===== config.mk =====
export PLATFORM = sky130hd
export DESIGN_NAME = uart_tx_arbiter
export DESIGN_NICKNAME = d
export VERILOG_FILES = /design/src/rtl/uart_pkg.sv /design/src/rtl/uart_tx_arbiter.sv
export SDC_FILE = /design/constraint.sdc
export NUM_CORES = 1
export LEC_CHECK = 0
export CAP_MARGIN = 20
export CORE_UTILIZATION = 52
export DETAILED_ROUTE_END_ITERATION = 6
export HOLD_SLACK_MARGIN = 0.06
export MAX_ROUTING_LAYER = met4
export PLACE_DENSITY = 0.93
export SLEW_MARGIN = 15
export SYNTH_ARGS = -nofsm -noshare
export SYNTH_HDL_FRONTEND = slang
export SYNTH_SLANG_ARGS = --single-unit

===== constraint.sdc =====
create_clock -name CLK_I -period 3.6 [get_ports CLK_I]
set_clock_uncertainty 0.05 [all_clocks]
set_input_delay 1.08 -clock CLK_I [delete_from_list [all_inputs] [get_ports CLK_I]]
set_output_delay 1.08 -clock CLK_I [all_outputs]
set_load 0.05 [all_outputs]

===== src/rtl/uart_pkg.sv =====
// Shared types and helpers for the UART transmit path.
package uart_pkg;

   typedef enum logic [1:0] {
      IDLE      = 2'd0,
      LOAD      = 2'd1,
      START     = 2'd2,
      WAIT_DONE = 2'd3
   } state_t;

   // Watchdog limit: twelve bit-times, which leaves margin over one 10-bit frame.
   function automatic int wd_limit(input int clk_rate, input int baud_rate);
      logic [63:0] cycles;
      if (baud_rate <= 0) begin
         cycles = 64'd1;
      end else begin
         cycles = (64'd12 * 64'(clk_rate)) / 64'(baud_rate);
      end
      return int'(cycles);
   endfunction

endpackage


===== src/rtl/uart_tx_arbiter.sv =====
// Two-requester packet arbiter feeding one UART transmitter, one byte at a time.
// A grant is held for a whole packet (until a LAST byte completes), and a
// watchdog recovers the arbiter if the transmitter never reports completion.
module uart_tx_arbiter
   import uart_pkg::*;
#(
   parameter int CLK_RATE  = 100000000,
   parameter int BAUD_RATE = 115200,
   parameter int WD_CYCLES = wd_limit(CLK_RATE, BAUD_RATE)
) (
   input  logic       CLK_I,
   input  logic       RST_I,
   input  logic       REQ0_VALID_I,
   input  logic [7:0] REQ0_DATA_I,
   input  logic       REQ0_LAST_I,
   output logic       REQ0_READY_O,
   input  logic       REQ1_VALID_I,
   input  logic [7:0] REQ1_DATA_I,
   input  logic       REQ1_LAST_I,
   output logic       REQ1_READY_O,
   output logic       TX_START_O,
   output logic [7:0] TX_DATA_O,
   input  logic       TX_DONE_I,
   output logic [1:0] GRANT_O,
   output logic       BUSY_O,
   output logic       ERR_O
);

   localparam int              WD_W    = $clog2(WD_CYCLES + 1);
   localparam logic [WD_W-1:0] WD_LAST = WD_W'(WD_CYCLES - 1);

   state_t          state_q,   state_d;
   logic [1:0]      grant_q,   grant_d;
   logic            ptr_q,     ptr_d;
   logic [7:0]      tx_data_q, tx_data_d;
   logic            last_q,    last_d;
   logic [WD_W-1:0] wd_cnt_q,  wd_cnt_d;

   logic            sel_valid;
   logic [7:0]      sel_data;
   logic            sel_last;
   logic            wd_expire;

   // The counter starts at zero in the first WAIT_DONE cycle, so the limit is hit one below WD_CYCLES.
   assign wd_expire = (wd_cnt_q == WD_LAST);

   // Route the granted requester's byte stream to the load path.
   always_comb begin
      sel_valid = (grant_q[0] && REQ0_VALID_I) || (grant_q[1] && REQ1_VALID_I);
      sel_data  = grant_q[1] ? REQ1_DATA_I : REQ0_DATA_I;
      sel_last  = grant_q[1] ? REQ1_LAST_I : REQ0_LAST_I;
   end

   // State register and datapath flops, all cleared asynchronously.
   always_ff @(posedge CLK_I or posedge RST_I) begin
      if (RST_I) begin
         state_q   <= IDLE;
         grant_q   <= 2'b00;
         ptr_q     <= 1'b0;
         tx_data_q <= 8'h00;
         last_q    <= 1'b0;
         wd_cnt_q  <= '0;
      end else begin
         state_q   <= state_d;
         grant_q   <= grant_d;
         ptr_q     <= ptr_d;
         tx_data_q <= tx_data_d;
         last_q    <= last_d;
         wd_cnt_q  <= wd_cnt_d;
      end
   end

   // Next-state logic; on packet end the pointer aims at the requester that was not just served.
   always_comb begin
      state_d   = state_q;
      grant_d   = grant_q;
      ptr_d     = ptr_q;
      tx_data_d = tx_data_q;
      last_d    = last_q;
      wd_cnt_d  = '0;
      case (state_q)
         IDLE: begin
            if (REQ0_VALID_I || REQ1_VALID_I) begin
               if (REQ0_VALID_I && REQ1_VALID_I) begin
                  grant_d = ptr_q ? 2'b10 : 2'b01;
               end else begin
                  grant_d = REQ1_VALID_I ? 2'b10 : 2'b01;
               end
               state_d = LOAD;
            end
         end
         LOAD: begin
            if (sel_valid) begin
               tx_data_d = sel_data;
               last_d    = sel_last;
               state_d   = START;
            end
         end
         START: begin
            state_d = WAIT_DONE;
         end
         WAIT_DONE: begin
            wd_cnt_d = wd_cnt_q + 1'b1;
            if (TX_DONE_I) begin
               if (last_q) begin
                  state_d = IDLE;
                  grant_d = 2'b00;
                  ptr_d   = grant_q[0];
               end else begin
                  state_d = LOAD;
               end
            end else if (wd_expire) begin
               state_d = IDLE;
               grant_d = 2'b00;
               ptr_d   = grant_q[0];
            end
         end
         default: begin
            state_d = IDLE;
         end
      endcase
   end

   // Outputs decoded from the current state; ERR_O yields to a same-cycle TX_DONE_I.
   always_comb begin
      REQ0_READY_O = (state_q == LOAD) && grant_q[0];
      REQ1_READY_O = (state_q == LOAD) && grant_q[1];
      TX_START_O   = (state_q == START);
      TX_DATA_O    = tx_data_q;
      GRANT_O      = grant_q;
      BUSY_O       = (state_q != IDLE);
      ERR_O        = (state_q == WAIT_DONE) && !TX_DONE_I && wd_expire;
   end

endmodule


==> GITHUB_STEP_SUMMARY <==
### Flow metrics

| Metric | Value |
|---|---|
| # fillers | `191` |
| Routed length on met1 | `1410 um` |
| Critical Path RT | `2.47 ns` |
| Synth Seq Share | `47.7%` |
| Ant diodes | `0` |
| Top class by area | `logic gates` |
| Hold-fix buffer count after cts | `0` |
| Vias/cell | `5.74` |
| PD cells | `657 nW/um^2` |
| Worst min-delay path startpoint | `wd_cnt_q[0]` |
| Post-synth EDFFs | `0` |
| Post-route ant nets | `0` |
| Logic inverters | `8` |
| P_clk | `125 uW` |
| WS Path Type | `input pin to output pin` |
| Status | `completed` |
| Clock share of power | `10.0%` |
| Hold Crit Class | `flip-flop to flip-flop` |
| Clock Buffer Count | `3` |
| Seq. pwr | `465 uW` |
| WP buf/inv | `2` |
| Dominant cell area share | `47.7%` |
| Cycle use final | `90.1%` |
| Post-route insts no fill | `219` |
| CTS Sinks | `28` |
| Max VDD drop | `0.605 mV` |
| Adder Area Share | `4.26%` |
| CP max stage cell | `clkdlybuf4s50_1` |
| Final instance area | `1910 um^2` |
| Fin crit period | `3.24 ns` |
| Met2 Use GR | `37.3%` |
| Dpl cell area | `1880 um^2` |
| Endpoint, Worst Hold | `wd_cnt_q[0]` |
| Crit path capture | `ERR_O` |
| CP delay by family, top | `buffers and inverters` |
| Routed met2 length | `1480 um` |
| Mean Syn Cell Area | `9.73 um^2` |
| Main area contributors | `dfrtp_1 (48%), mux2i_1 (6.1%), o21ai_0 (4.8%), ha_1 (4.3%), nand2_1 (4.1%)` |
| Max FFs per register | `14` |
| Htree depth | `1` |
| Clk_lat worst skew | `0.32 ns` |
| Most frequent cells after synthesis | `dfrtp_1 (28), nand2_1 (16), nor2_1 (14), o21ai_0 (14), mux2i_1 (9)` |
| R2R cell count | `5` |
| Sw power | `573 uW` |
| RSZ-0062 raised after global routing | `no` |
| Non-clk bufs | `38` |
| Hold Fails Final Rpt | `0` |
| CTS Buffer Depth | `2` |
| Crit-path cells | `clkdlybuf4s50_1 -> nor3_1 -> buf_12` |
| MUX share of area | `7.67%` |
| # port buffers | `37` |
| Leak | `0.000796 uW` |
| # Taps | `30` |
| Netlist Area Pre-Place | `1470 um^2` |
| Die Y | `55.2 um` |
| Die ar. | `3040 um^2` |
| Logic area | `727 um^2` |
| WHS Path Cells | `1` |
| CTS Root Cell | `clkbuf_4` |
| Share of cells above drive strength 1 | `6.35%` |
| Pin slew with the least headroom to its limit | `0.578 ns` |
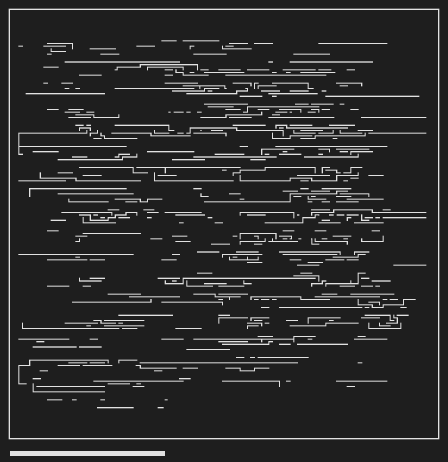
**Above:** signal wires on met1.
Scale bar: 20 um.
wire length on this layer: 1410 um
share of all routed wire: 45%
DRT Wirelength: 3120 um
GR Util met1: 29.0%
routed vias: 1257

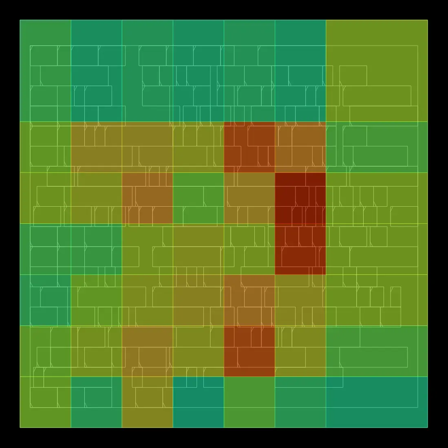
**Above:** track usage over the die.
met3 usage: 3.01%
fin util: 74.2%
Most Crowded Layer GR: met2

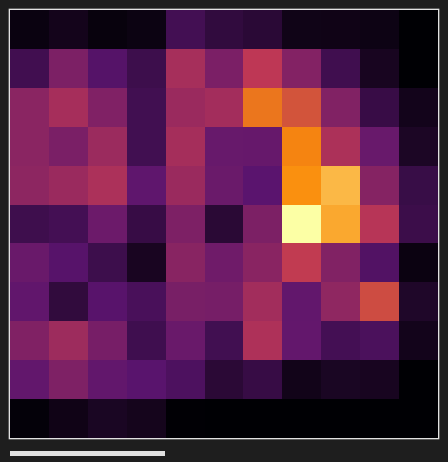
**Above:** signal metal coverage by tile.
Scale bar: 20 um. The die is cut into 11 by 11 equal tiles; black is low, pale yellow is high, scaled to the fullest tile. Values are wire area over tile area, all layers added.
mean over tiles: 0.17
tiles over half the peak: 7.4%
densest ninth of the die: right middle
fullest tile: 0.64
emptiest ninth of the die: bottom right
nearly empty tiles: 9.1%
GR Util All Layers: 23.2%
DR WL/cell: 14.3 um

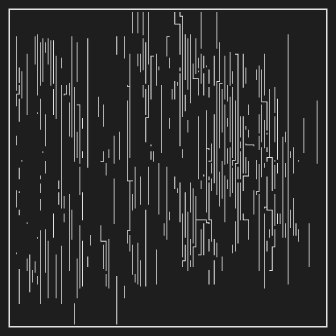
**Above:** signal wires on met2.
longest straight run: 43.5 um
wire length on this layer: 1480 um
share of all routed wire: 47%
nets with wire on the layer: 186

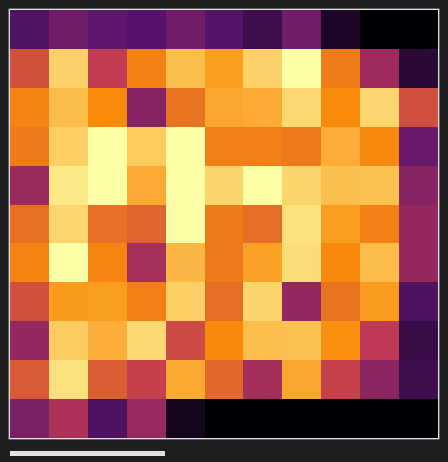
**Above:** local utilization.
Scale bar: 20 um. The die is cut into 11 by 11 equal tiles; black is low, pale yellow is high, 0 to 100% covered.
emptiest ninth of the die: bottom right
nearly empty tiles: 6.6%
mean over tiles: 61%
fullest tile: 100%
tiles over 75% full: 39%
core area: 2570 um^2
Core Util at FP: 57.2%

Power figures rest on the tool's default switching activity, not on a simulated workload.
